Fig. 1: clock nets
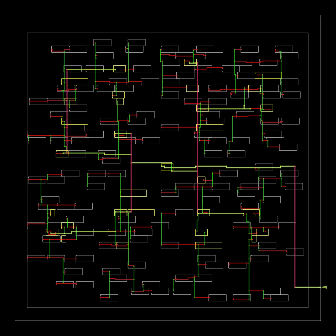
Fig. 2: I/O pins on the die edge
Pins as bars across the die edge, other pins in grey.
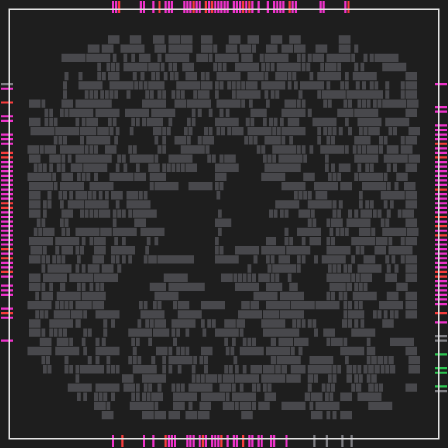
Fig. 3: routed clock nets over the placement
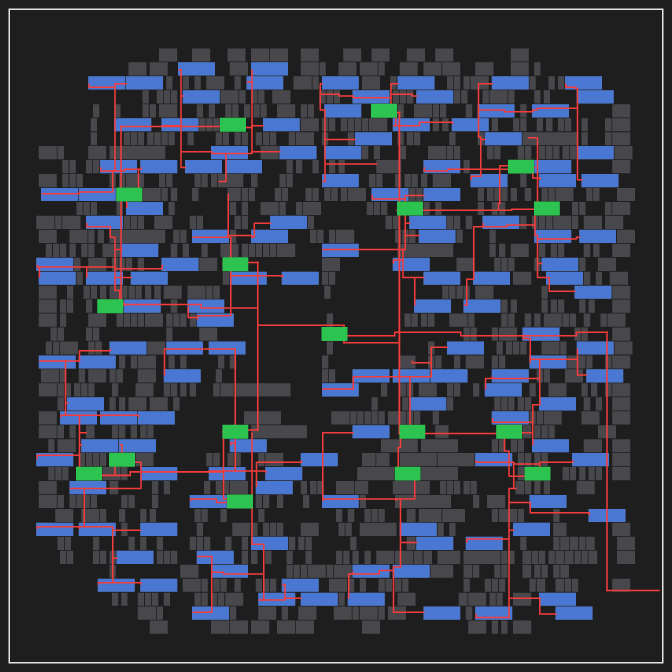
Fig. 4: sizing map
The bar under the picture is 50 µm long.
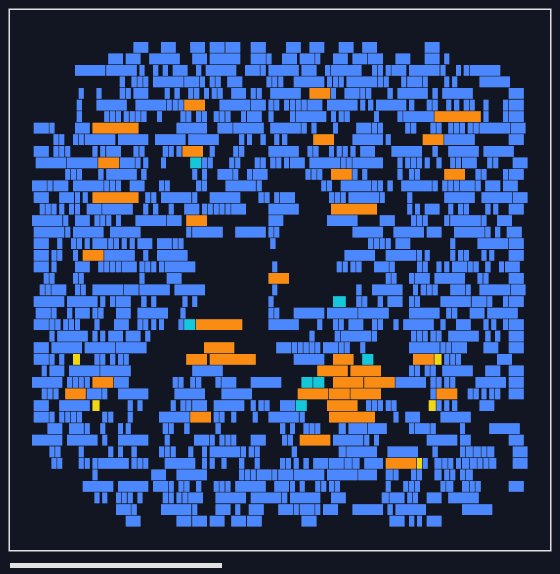
--- src/rtl/round_state_collector.sv ---
// Collects four column words from the add-round-key stage into one AES state
// and hands it downstream with its round index, holding it until accepted.
module round_state_collector #(
  parameter int WORD_DATA_WIDTH  = 32,
  parameter int STATE_DATA_WIDTH = 4 * WORD_DATA_WIDTH,
  parameter int LAST_ROUND       = 10
) (
  input  logic                        clk,
  input  logic                        rst_n,
  input  logic [WORD_DATA_WIDTH-1:0]  word_in,
  input  logic                        word_in_vld,
  output logic                        word_in_rdy,
  input  logic                        flush,
  output logic [STATE_DATA_WIDTH-1:0] state_out,
  output logic                        state_out_vld,
  input  logic                        state_out_rdy,
  output logic [3:0]                  state_out_rnd,
  output logic                        state_out_last
);

  localparam int W = WORD_DATA_WIDTH;
  localparam logic [3:0] LAST_RND = 4'(LAST_ROUND);

  typedef enum logic {COLLECT, HOLD} state_t;

  state_t     state;
  logic [1:0] word_cnt;

  // Gated by rst_n so nothing is offered upstream while reset is held.
  assign word_in_rdy = rst_n && (state == COLLECT);

  always_ff @(posedge clk) begin
    if (!rst_n) begin
      state          <= COLLECT;
      word_cnt       <= 2'd0;
      state_out      <= '0;
      state_out_vld  <= 1'b0;
      state_out_rnd  <= 4'd0;
      state_out_last <= 1'b0;
    end else if (flush) begin
      state          <= COLLECT;
      word_cnt       <= 2'd0;
      state_out_vld  <= 1'b0;
      state_out_rnd  <= 4'd0;
      state_out_last <= 1'b0;
    end else begin
      case (state)
        COLLECT: begin
          if (word_in_vld) begin
            case (word_cnt)
              2'd0:    state_out[4*W-1 -: W] <= word_in;
              2'd1:    state_out[3*W-1 -: W] <= word_in;
              2'd2:    state_out[2*W-1 -: W] <= word_in;
              default: state_out[W-1 -: W]   <= word_in;
            endcase
            word_cnt <= word_cnt + 2'd1;
            if (word_cnt == 2'd3) begin
              state          <= HOLD;
              state_out_vld  <= 1'b1;
              state_out_last <= (state_out_rnd == LAST_RND);
            end
          end
        end
        HOLD: begin
          // Input stays blocked in this cycle even when the state is taken.
          if (state_out_rdy) begin
            state          <= COLLECT;
            state_out_vld  <= 1'b0;
            state_out_last <= 1'b0;
            state_out_rnd  <= (state_out_rnd == LAST_RND) ? 4'd0 : state_out_rnd + 4'd1;
          end
        end
        default: state <= COLLECT;
      endcase
    end
  end

endmodule

--- config.mk ---
export PLATFORM = sky130hd
export DESIGN_NAME = round_state_collector
export DESIGN_NICKNAME = d
export VERILOG_FILES = /design/src/rtl/round_state_collector.sv
export SDC_FILE = /design/constraint.sdc
export NUM_CORES = 1
export LEC_CHECK = 0
export ABC_AREA = 1
export CORE_MARGIN = 5
export CORE_UTILIZATION = 40
export CTS_BUF_LIST = sky130_fd_sc_hd__clkbuf_4 sky130_fd_sc_hd__clkbuf_8
export CTS_CLUSTER_SIZE = 28
export DETAILED_ROUTE_END_ITERATION = 10
export GPL_ROUTABILITY_DRIVEN = 1
export HOLD_SLACK_MARGIN = 0.12
export PLACE_DENSITY = 0.7
export REMOVE_ABC_BUFFERS = 1
export SYNTH_ARGS = -nofsm -noshare
export SYNTH_HDL_FRONTEND = slang
export SYNTH_SLANG_ARGS = --single-unit
--- constraint.sdc ---
create_clock -name clk -period 2 [get_ports clk]
set_input_delay 0.2 -clock clk [delete_from_list [all_inputs] [get_ports clk]]
set_output_delay 0.2 -clock clk [all_outputs]
set_load 0.005 [all_outputs]
==> impl_metrics.yaml <==
# implementation run metrics
outcome:
  outcome: "complete, no violations"
pwr:
  switchingPower_mw: 1.36
  swShare_pct: 21.8
  p_leak_nw: 3.28
  p_seq_share_pct: 45.5
  pg_seq_mw: 2.84
  ir_drop_v: 0.000503
  largestPowerGroup: "registers"
grt:
  grt_max_degree: 129
  gr-total-overflow: 0
  antenna_found_initial: 0
  busiest_layer: "met2"
  grt_pass1_vias: 4417
  grt_usage_pct: 16.8
  grt_util_met1_pct: 20.6
route:
  dr.first_iter.drc_count: 237
  routed.top_layer: "met4"
  wirelength_um: 13600
  wl_met1_um: 5950
  wl_per_cell_um: 12.0
  via_per_inst: 4.36
  num_vias: 4958
  drc: 0
  wl_met2_um: 6100
  drt_first_pass_iters: 4
  routed-wl-met3_um: 1280
synthesis:
  netlist_logic_family_top: "simple AND/OR/NAND/NOR gates"
  synth_seq_share_pct: 50.0
  ys_sh_mux_pct: 0
  ys_cells: 786
  syn-instance-count: 786
  fa_ha_area_share_pct: 0.913
  aoi_share_pct: 1.23
  most_common_cell: "nand2_1"
  ff_type: "dfxtp_1"
  yosys_warnings: 0
  synth_cell_types: 17
  post-synth-top-area-fraction_pct: 50.0
  ys.flops: 137
  top_cells_by_count: "nand2_1 (271), nor2_1 (268), dfxtp_1 (137)"
  async_flop_share_pct: 0
  synth_chip_area_um2: 5480
  edf_count: 0
layout:
  fin_cells: 1136
  antennaDiodeCount: 0
  synthToLayoutAreaGrowth_pct: 41.2
  n_fill_cell: 1253
  flop_area_um2: 2740
  logic_area_um2: 2270
min_path:
  hold_class: "in -> reg"
timing:
  period_used_pct: 81.0
  worst_pin_slew_ns: 0.564
  rsz0062_at_grt: "false"
  setup_viol: 0
  relSlewSlack_pct: 62.4
  finalHoldViolations: 0
  tns_ns: 0
floorplanning:
  die-area_um2: 16200
  core_util_floorplan_pct: 41.1
  rows: 42
  ios: 172
  core_um2: 13300
job:
  drv_cap: 0
worst_setup_path:
  path_max_fanout: 7
  cpPeakStageDelay_ns: 0.54
  cp_slowest_cell: "clkdlybuf4s50_1"
  worst_setup_path_end_kind: "primary output"
  cp.arrival_ns: 1.42
  path_buffers: 1
  critical-path-top-delay-family: "buffers and inverters"
clock_network:
  clkTransAtPathRegs_ns: 0.08
  clk_path_buf_depth: 2
  clock_latency_ns: 0.45
  postCtsSetupBuffers: 0
  cts_hold_buf: 0
  cts_sinks: 137
  ctsHtreeMaxLevel: 4
  cts_tree: "yes"
  cts-buffers-inserted: 17
place:
  hpwl_um: 9290
-- Fig. 1 (at the start) --
P_clk: 2.84 mW
Flops: 137
# clk buffers: 19

-- Fig. 2 (at the start) --
legend:
  state_out_rnd:
    colour: green
    pins: 4
    direction: output
    edge: east
  state_out:
    colour: magenta
    pins: 128
    direction: output
    edge: 36 east, 35 north, 33 west, 24 south
  word_in:
    colour: red
    pins: 32
    direction: input
    edge: 9 east, 9 north, 9 west, 5 south
all pins by edge: 52 east, 44 north, 43 west, 33 south
die height: 127 µm
Die W: 127 µm
Buffers on Ports: 171

-- Fig. 3 (at the start) --
legend:
  flip-flops:
    colour: blue
    count: 137
  clock wires:
    colour: red
    length: 1,670 µm
  cells driving clock nets:
    colour: green
    count: 17
routed clock nets: 18
flops lie: all over the die
clk_skew: 0.0116 ns
clock share of power: 45.5%

-- Fig. 4 (at the start) --
legend:
  drive 3 to 4:
    colour: cyan
    cells: 7
    share: 0.73%
    most_used: buf_4
  drive 6 and up:
    colour: orange
    cells: 36
    share: 3.8%
    most_used: clkbuf_8
  drive 1 or less:
    colour: blue
    cells: 912
    share: 95%
    most_used: nand2_1
  drive 2:
    colour: yellow
    cells: 5
    share: 0.52%
    most_used: clkinv_2
Non-clk bufs: 180
Final Cell Area: 7740 µm²
min setup slack post-route: 0.379 ns

==> cell type report <==
type                    instances  share of cell area [%]
flip-flops and latches        137                    35.4
clock buffers                  19                    3.38
inverters                      45                    2.18
repair buffers                180                    23.7
multi-input cells             566                    29.3
well taps                     176                    2.84
clock inverters                13                    3.18
==> metrics by stage <==
step / util (%) / setup WS [ns] / area (µm²) / power, mW / hold slack (ns)
floorplan: - / 0.571 / 5180 / 3.15 / 0.320
global placement: 54.2 / 0.326 / 7240 / 3.47 / 0.454
detailed placement: 54.2 / 0.290 / 7240 / 3.48 / 0.461
CTS: 58.0 / 0.347 / 7740 / 6.33 / 0.265
global route: 58.0 / 0.294 / 7740 / 6.53 / 0.290
finish: 58.0 / 0.379 / 7740 / 6.25 / 0.280
==> cells in the final DEF (no fill, tap or decap), types with 4 or more instances in the layout <==
master / n
clkinv_2: 4
nand2_1: 271
bufinv_16: 7
nand3_1: 5
nor2_8: 4
buf_12: 5
buf_4: 5
clkbuf_8: 19
o21ai_0: 7
a21oi_1: 5
clkdlybuf4s50_1: 170
inv_1: 44
dfxtp_1: 137
nor2_1: 268
ha_1: 4
==> cells by family (layout without fill, tap and decap cells) <==
kind of cell,count (synthesis),in the layout
adders and majority gates,4,4
buffers and inverters,83,257
AOI/OAI and AO/OA,13,13
and+or+nand+nor,549,549
DFF,137,137
==> path summary, 6_finish.rpt <==
| check | cells past startpoint | startpoint | end |
|---|---|---|---|
| setup / recovery | 1 | state_out_rnd[0] | state_out_rnd[0] |
| hold / removal | 5 | rst_n | state_out_last |
| setup reg to reg | 8 | word_cnt[0] | state_out[105] |
| hold reg to reg | 2 | state_out_vld | state_out_vld |
==> state kept, by name, summed over array words and instances, names as in the netlist <==
signal,cells
word_cnt,2
state,1
state_out_vld,1
state_out_last,1
state_out,128
state_out_rnd,4
Power and IR drop assume default switching activity.
